--- src/rtl/neuron_requant_pack.sv ---
// rtl/neuron_requant_pack.sv - requantize neuron sums to int8, pack 4 per word, track argmax
module neuron_requant_pack #(
  parameter int ACC_W  = 26,
  parameter int ADDR_W = 8,
  parameter int CNT_W  = 10
) (
  input  logic              clk,
  input  logic              rstn,
  input  logic              start,
  input  logic [CNT_W-1:0]  num_neurons,
  input  logic [4:0]        shift,
  input  logic              relu_en,
  input  logic [ADDR_W-1:0] base_addr,
  input  logic [ACC_W-1:0]  acc_in,
  input  logic              acc_valid,
  output logic              wr_en,
  output logic [ADDR_W-1:0] wr_addr,
  output logic [31:0]       wr_data,
  output logic              busy,
  output logic              layer_done,
  output logic [CNT_W-1:0]  max_idx,
  output logic [7:0]        max_val,
  output logic              overrun_err
);

  localparam int SW = ACC_W + 1;
  localparam logic signed [SW-1:0] Q_MAX = SW'(127);
  localparam logic signed [SW-1:0] Q_MIN = SW'(-128);

  typedef enum logic [1:0] {ST_IDLE, ST_RUN, ST_DRAIN, ST_DONE} state_t;

  state_t              state_q, state_d;
  logic [CNT_W-1:0]    num_q, cnt_q, cnt_d;
  logic [4:0]          shift_q;
  logic                relu_q;
  logic [ADDR_W-1:0]   waddr_q, waddr_d;
  logic                overrun_q, overrun_d;
  logic                start_ok, accept, last_d;

  // S1 stage: rounded, shifted sum plus its neuron index
  logic                s1_v_q;
  logic signed [SW-1:0] s1_val_q, s1_d, acc_ext, rnd;
  logic [CNT_W-1:0]    s1_idx_q;
  logic                s1_last_q;

  // S2 stage: saturated byte and its lane
  logic                s2_v_q;
  logic [7:0]          s2_byte_q;
  logic [1:0]          s2_lane_q;
  logic                s2_last_q;
  logic signed [7:0]   q_d;

  // S3 stage: word assembly and write-out
  logic [31:0]         word_q, word_d;
  logic                flush_q, flush_d;
  logic                wr_en_q;
  logic [ADDR_W-1:0]   wr_addr_q;
  logic [31:0]         wr_data_q;
  logic [CNT_W-1:0]    max_idx_q;
  logic signed [7:0]   max_val_q;

  assign start_ok = (state_q == ST_IDLE) && start;
  // Accept only while the layer still expects neurons; extra pulses are flagged below
  assign accept   = (state_q == ST_RUN) && acc_valid && (cnt_q < num_q);
  assign last_d   = (cnt_q == num_q - 1'b1);

  // Next-state and control-counter logic
  always_comb begin
    state_d   = state_q;
    cnt_d     = cnt_q;
    waddr_d   = waddr_q;
    overrun_d = overrun_q;
    unique case (state_q)
      ST_IDLE:  if (start) state_d = ST_RUN;
      ST_RUN:   if (cnt_q == num_q) state_d = ST_DRAIN;
      ST_DRAIN: if (!s1_v_q && !s2_v_q && !flush_q) state_d = ST_DONE;
      ST_DONE:  state_d = ST_IDLE;
      default:  state_d = ST_IDLE;
    endcase
    if (start_ok) begin
      cnt_d     = '0;
      waddr_d   = base_addr;
      overrun_d = 1'b0;
    end else begin
      if (accept) cnt_d = cnt_q + 1'b1;
      if (flush_q) waddr_d = waddr_q + 1'b1;
      if (acc_valid && !accept && (state_q == ST_RUN || state_q == ST_DRAIN)) overrun_d = 1'b1;
    end
  end

  // FSM state, layer configuration, counters and sticky overrun flag
  always_ff @(posedge clk or negedge rstn) begin
    if (!rstn) begin
      state_q   <= ST_IDLE;
      num_q     <= '0;
      shift_q   <= '0;
      relu_q    <= 1'b0;
      cnt_q     <= '0;
      waddr_q   <= '0;
      overrun_q <= 1'b0;
    end else begin
      state_q   <= state_d;
      cnt_q     <= cnt_d;
      waddr_q   <= waddr_d;
      overrun_q <= overrun_d;
      if (start_ok) begin
        num_q   <= num_neurons;
        shift_q <= shift;
        relu_q  <= relu_en;
      end
    end
  end

  // Round half up then arithmetic shift, one bit wider so the rounding add cannot overflow
  always_comb begin
    acc_ext = {acc_in[ACC_W-1], acc_in};
    rnd     = '0;
    if (shift_q != 5'd0) rnd = SW'(1) << (shift_q - 5'd1);
    s1_d    = (acc_ext + rnd) >>> shift_q;
  end

  // S1 register
  always_ff @(posedge clk or negedge rstn) begin
    if (!rstn) begin
      s1_v_q    <= 1'b0;
      s1_val_q  <= '0;
      s1_idx_q  <= '0;
      s1_last_q <= 1'b0;
    end else begin
      s1_v_q <= accept;
      if (accept) begin
        s1_val_q  <= s1_d;
        s1_idx_q  <= cnt_q;
        s1_last_q <= last_d;
      end
    end
  end

  // Optional ReLU followed by int8 saturation
  always_comb begin
    q_d = s1_val_q[7:0];
    if (relu_q && s1_val_q[SW-1]) q_d = '0;
    else if (s1_val_q > Q_MAX)    q_d = 8'sd127;
    else if (s1_val_q < Q_MIN)    q_d = -8'sd128;
  end

  // S2 register and running argmax (strict compare so ties keep the lower index)
  always_ff @(posedge clk or negedge rstn) begin
    if (!rstn) begin
      s2_v_q    <= 1'b0;
      s2_byte_q <= '0;
      s2_lane_q <= '0;
      s2_last_q <= 1'b0;
      max_idx_q <= '0;
      max_val_q <= -8'sd128;
    end else begin
      s2_v_q <= s1_v_q;
      if (s1_v_q) begin
        s2_byte_q <= q_d;
        s2_lane_q <= s1_idx_q[1:0];
        s2_last_q <= s1_last_q;
      end
      if (start_ok) begin
        max_idx_q <= '0;
        max_val_q <= -8'sd128;
      end else if (s1_v_q && (q_d > max_val_q)) begin
        max_idx_q <= s1_idx_q;
        max_val_q <= q_d;
      end
    end
  end

  // Lane insert; lane 0 starts a fresh word so a trailing partial word has zero upper lanes
  always_comb begin
    word_d  = word_q;
    flush_d = 1'b0;
    if (s2_v_q) begin
      unique case (s2_lane_q)
        2'd0: word_d = {24'h0, s2_byte_q};
        2'd1: word_d[15:8]  = s2_byte_q;
        2'd2: word_d[23:16] = s2_byte_q;
        2'd3: word_d[31:24] = s2_byte_q;
        default: word_d = word_q;
      endcase
      flush_d = (s2_lane_q == 2'd3) || s2_last_q;
    end
  end

  // Word register and registered feature-buffer write port
  always_ff @(posedge clk or negedge rstn) begin
    if (!rstn) begin
      word_q    <= '0;
      flush_q   <= 1'b0;
      wr_en_q   <= 1'b0;
      wr_addr_q <= '0;
      wr_data_q <= '0;
    end else begin
      word_q  <= start_ok ? 32'h0 : word_d;
      flush_q <= flush_d;
      wr_en_q <= flush_q;
      if (flush_q) begin
        wr_addr_q <= waddr_q;
        wr_data_q <= word_q;
      end
    end
  end

  assign wr_en       = wr_en_q;
  assign wr_addr     = wr_addr_q;
  assign wr_data     = wr_data_q;
  assign busy        = (state_q != ST_IDLE);
  assign layer_done  = (state_q == ST_DONE);
  assign max_idx     = max_idx_q;
  assign max_val     = max_val_q;
  assign overrun_err = overrun_q;

endmodule

--- config.mk ---
export PLATFORM = sky130hd
export DESIGN_NAME = neuron_requant_pack
export DESIGN_NICKNAME = d
export VERILOG_FILES = /design/src/rtl/neuron_requant_pack.sv
export SDC_FILE = /design/constraint.sdc
export NUM_CORES = 1
export LEC_CHECK = 0
export CAP_MARGIN = 10
export CORE_ASPECT_RATIO = 0.6
export CORE_MARGIN = 2
export CORE_UTILIZATION = 46
export CTS_CLUSTER_DIAMETER = 80
export DETAILED_ROUTE_END_ITERATION = 10
export HOLD_SLACK_MARGIN = 0.03
export PLACE_DENSITY = 0.67
export SYNTH_ARGS = -nofsm -noshare
export SYNTH_HDL_FRONTEND = slang
export SYNTH_SLANG_ARGS = --single-unit
--- constraint.sdc ---
create_clock -name clk -period 5 [get_ports clk]
set_input_delay 1.25 -clock clk [delete_from_list [all_inputs] [get_ports clk]]
set_output_delay 1.25 -clock clk [all_outputs]
set_load 0.02 [all_outputs]
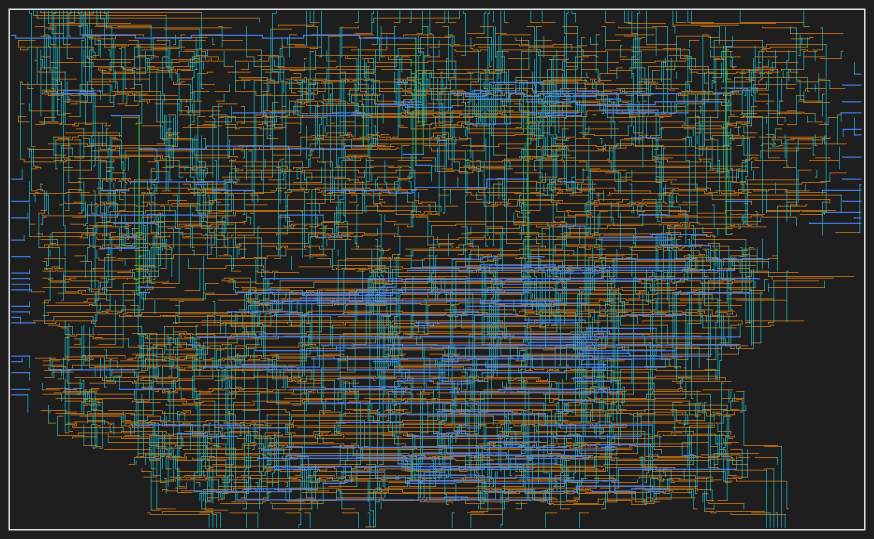
*Routed metal, one color a layer*
[metal 3] blue | wire length: 4030 um
[metal 2] cyan | wire length: 13700 um
[metal 4] green | wire length: 210 um
[metal 1] orange | wire length: 19100 um
Total Wirelength: 37070 um
vias: 10850
Global Route Usage Sum: 28.41%
wire per inst: 20.12 um

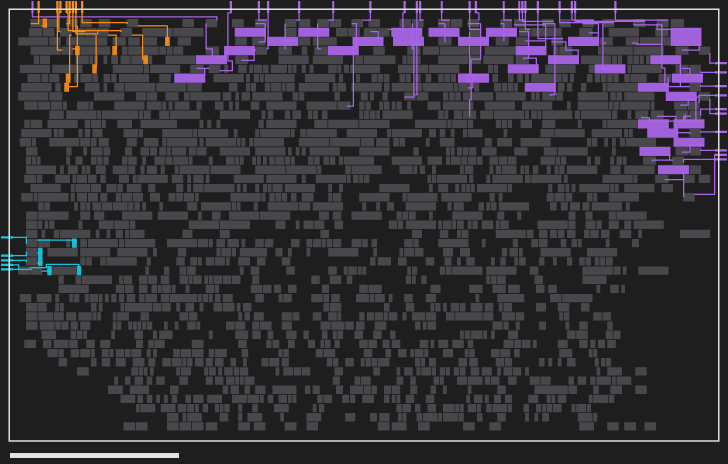
*Nets reached from selected ports*
Bar = 50 um.
[shift] cyan | bits: 5 | direction: input | edge: left | end cells: 5 | buffers: 5 | wire: 63.2 um
[base_addr] orange | bits: 8 | direction: input | edge: top | end cells: 8 | buffers: 8 | wire: 175 um
[wr_data] purple | bits: 32 | direction: output | edge: 22 top, 10 right | end cells: 32 | buffers: 32 | wire: 847 um
I/O Buffers: 115
IO Pins: 116

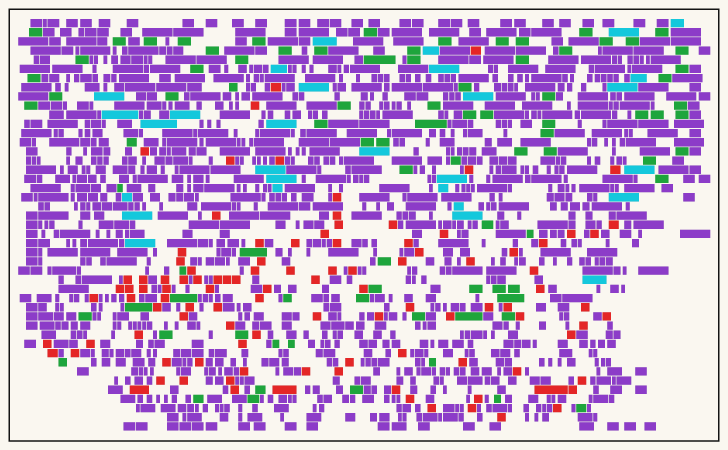
*Cells by drive strength*
[_3 and _4 cells] red | cells: 105 | share: 6.9%
[_2 cells] green | cells: 87 | share: 5.8%
[_6 and larger] cyan | cells: 29 | share: 1.9%
[_0 and _1 cells] purple | cells: 1292 | share: 85%
Design Area, Final: 14240 um^2
area delta synth->final: 21.47%
Non-clock buffers: 212
post-route setup slack: 309.7 ps

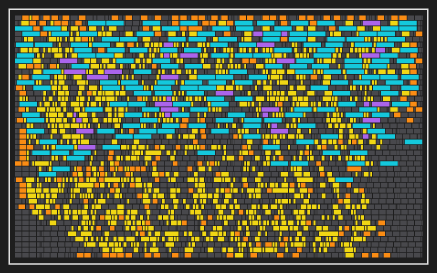
*Cell classes on the final placement*
Fill, decap, tap and diode cells in gray.
[remaining buffers and delay cells] orange | cells: 212 | share of their area: 14%
[sequential cells] cyan | cells: 180 | share of their area: 33%
[combinational and other logic] yellow | cells: 1089 | share of their area: 49%
[clock drivers and dummy loads] purple | cells: 32 | share of their area: 4.4%
core area: 25170 um^2
fin util: 56.57%
Seq/total area: 31.65%
FP Rows: 45

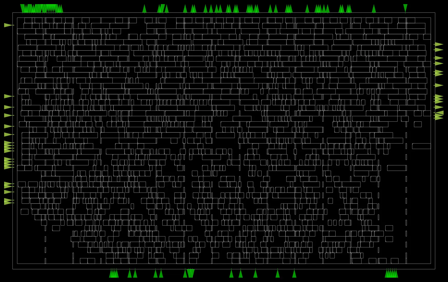
*Placed standard cells*
tapcell count: 329
Post-Layout Cell Count: 1842
flop count: 180

final cells by class:
cell class	count	area [um^2]
multi-input combinational	1044	6631
timing repair buffer	212	1906
sequential	180	4507
tap	329	411.6
inverter	45	172.7
clock buffer	20	466.7
clock inverter	12	142.6
fill	2316	10930
cell usage in the layout, fill, tap and decap left out, types with 19 or more instances in the layout:
master,Yosys,layout
dfrtp_1,179,178
o21a_1,19,19
xor2_1,30,30
nand3_1,57,57
nand2_1,208,208
a21oi_1,70,70
clkdlybuf4s50_1,0,114
inv_1,43,43
buf_4,1,95
mux2_2,60,60
nor2_1,127,127
nand4_1,26,26
ha_1,52,52
xnor2_1,22,22
o21ai_0,114,113
power breakdown:
group / switching, W / internal [W] / leakage [nW]
clock: 0.000597 / 0.000785 / 0.298
combinational: 0.000838 / 0.000818 / 3.69
sequential: 0.000409 / 0.00186 / 2.18
total: 0.00184 / 0.00346 / 6.16
flip-flops by register name, indices dropped and copies added, names as in the netlist, 5 cells and up:
signal	cells
shift_q	5
max_val	8
word_q	32
waddr_q	8
max_idx	10
wr_data	32
s1_idx_q	10
cnt_q	10
num_q	10
s1_val_q	27
wr_addr	8
s2_byte_q	8
worst max-delay path, delay by kind of cell, from the launching register on:
family | cells | cell delay [ps]
DFF | 1 | 570
adders and majority gates | 1 | 400
and+or+nand+nor | 5 | 1120
AOI/OAI and AO/OA | 6 | 1330
buffers and inverters | 4 | 860
xor gates and xnor gates | 1 | 360
layer usage:
layer	global-route usage, %	up-vias	share of wire (%)
li1	-	5148	-
met4	3.838	0	0.57
met1	47.39	5236	52
met2	35.02	448	37
met5	0	-	0
met3	8.776	22	11
metrics by stage:
step                instances  hold slack (ps)
floorplan                1348            408.0
detailed placement       1805            463.1
global route             1842            515.3
global placement         1805            457.6
CTS                      1837            480.6
finish                   1842            479.6
==> results.toml <==
# implementation run metrics
[synth]
synth.top_cell.area_share_pct = 38.22
synth_nets = 1455
ys_cells = 1348
most_common_cell = "nand2_1"
yosys_warnings = 0
synthArstFlopShare_pct = 100.0
ys_seq_share_pct = 38.44
synthTopCellsByCount = "208 x nand2_1, 179 x dfrtp_1, 127 x nor2_1, 114 x o21ai_0, 70 x a21oi_1"
largest_area_cell = "dfrtp_1"
avgSynthCellArea_um2 = 8.695
netlist_area_um2 = 11720
logic_family = "AND-OR/OR-AND gates"
ys_types = 81
simple_gate_share_pct = 19.28
edf_count = 0
synth_cells = 1348
muxShareOfSynthArea_pct = 8.006
synth-xor-area-share_pct = 3.886
ys.flops = 180
ff_type = "dfrtp_1"
aoi_share_pct = 19.64
area_leaders = "dfrtp_1 38%, nand2_1 6.7%, mux2_2 5.8%"
synth_chip_area_um2 = 11720
yosys.area_share.adder_pct = 5.722

[critical_path]
critPathKind = "reg2reg"
r2r-end = "s1_val_q[0]$_DFFE_PN0P_"
end_kind = "register"
cp_data_arrival_time_ps = 5070
crit_slowest_cell = "dfrtp_1"
cp_data_required_time_ps = 5380
path_cells = "clkinvlp_4 -> buf_4 -> nand2_1 -> buf_4 -> nor2_1 -> ha_1 -> and3_1 -> and2_1 -> o211ai_1 -> buf_4 -> a21oi_1 -> o22ai_1 -> xnor2_1 -> o22ai_1 -> or2_2 -> a2111oi_0 -> o22a_1"
start_kind = "register"
path_max_fanout = 10
endpoint = "s1_val_q[0]$_DFFE_PN0P_"
cp_common_cell = "buf_4"
r2r_cells = 17
r2r_start = "shift_q[1]$_DFFE_PN0P_"
crit_path_max_incr_delay_ps = 570
critPathLaunch = "shift_q[1]$_DFFE_PN0P_"
r2r_slack_ps = 310

[floorplan]
die_area_um2 = 26820
chipHeight_um = 127.6
die_w_um = 210.1
core_util_floorplan_pct = 46.57

[timing]
relSlewSlack_pct = 26.57
max_freq_mhz = 213.2
setup_tns_ps = 0
rsz0062_at_grt = "no"
fin_crit_sh_pct = 93.81
worst_pin_slew_ps = 1101
clock_skew_ps = 8.071
timing_hold_violations_final = 0
period_needed_ps = 4690
maxSlewViolCount = 0
setup_violations = 0

[detailed_routing]
antenna_left = 0
first_iter_violations = 1191
post-route-drc-count = 0
avgViaCountPerCell = 5.893
dr.pass1.iters = 6

[placement]
place.gp.congestion = 0.9907
dp_slack_ps = 80.29
placed_area_um2 = 13590
hpwl_um = 28230

[hold_path]
worstHoldPathCells = 2
hold_path_end = "s1_idx_q[5]$_DFFE_PN0P_"
hold_start = "s1_idx_q[5]$_DFFE_PN0P_"
hold_class = "reg2reg"

[global_route]
antenna_found_initial = 0
grt_start_max_net_pins = 105
grt-ovfl-total = 0
grt_pass1_wl_um = 59070
grt_pass1_vias = 10260

[clock_network]
h-tree-depth = 4
cts_hold_buf = 0
insertion_delay_ps = 440
cts_buffers = 17
cts_setup_buffers = 0
cts_sinks = 180
tritoncts = "done"
clock_path_buffers = 2
clock-root-buffer = "clkbuf_16"
clkSlewWorstSetupHoldPaths_ps = 70
postCtsResizedCells = 0

[layout]
final_nets = 1607
drive_above_1_share_pct = 14.61
antenna_cells = 0

[job]
maxCapViolations = 0
warnings = 32

[outcome]
outcome = "completed"

[pwr]
cellLeakagePower_nw = 6.164
pwr_density_cell_nw_per_um2 = 372.7
power_w = 0.005306
peakVddDrop_mv = 0.2632
Power is estimated from default activity; no workload was simulated.
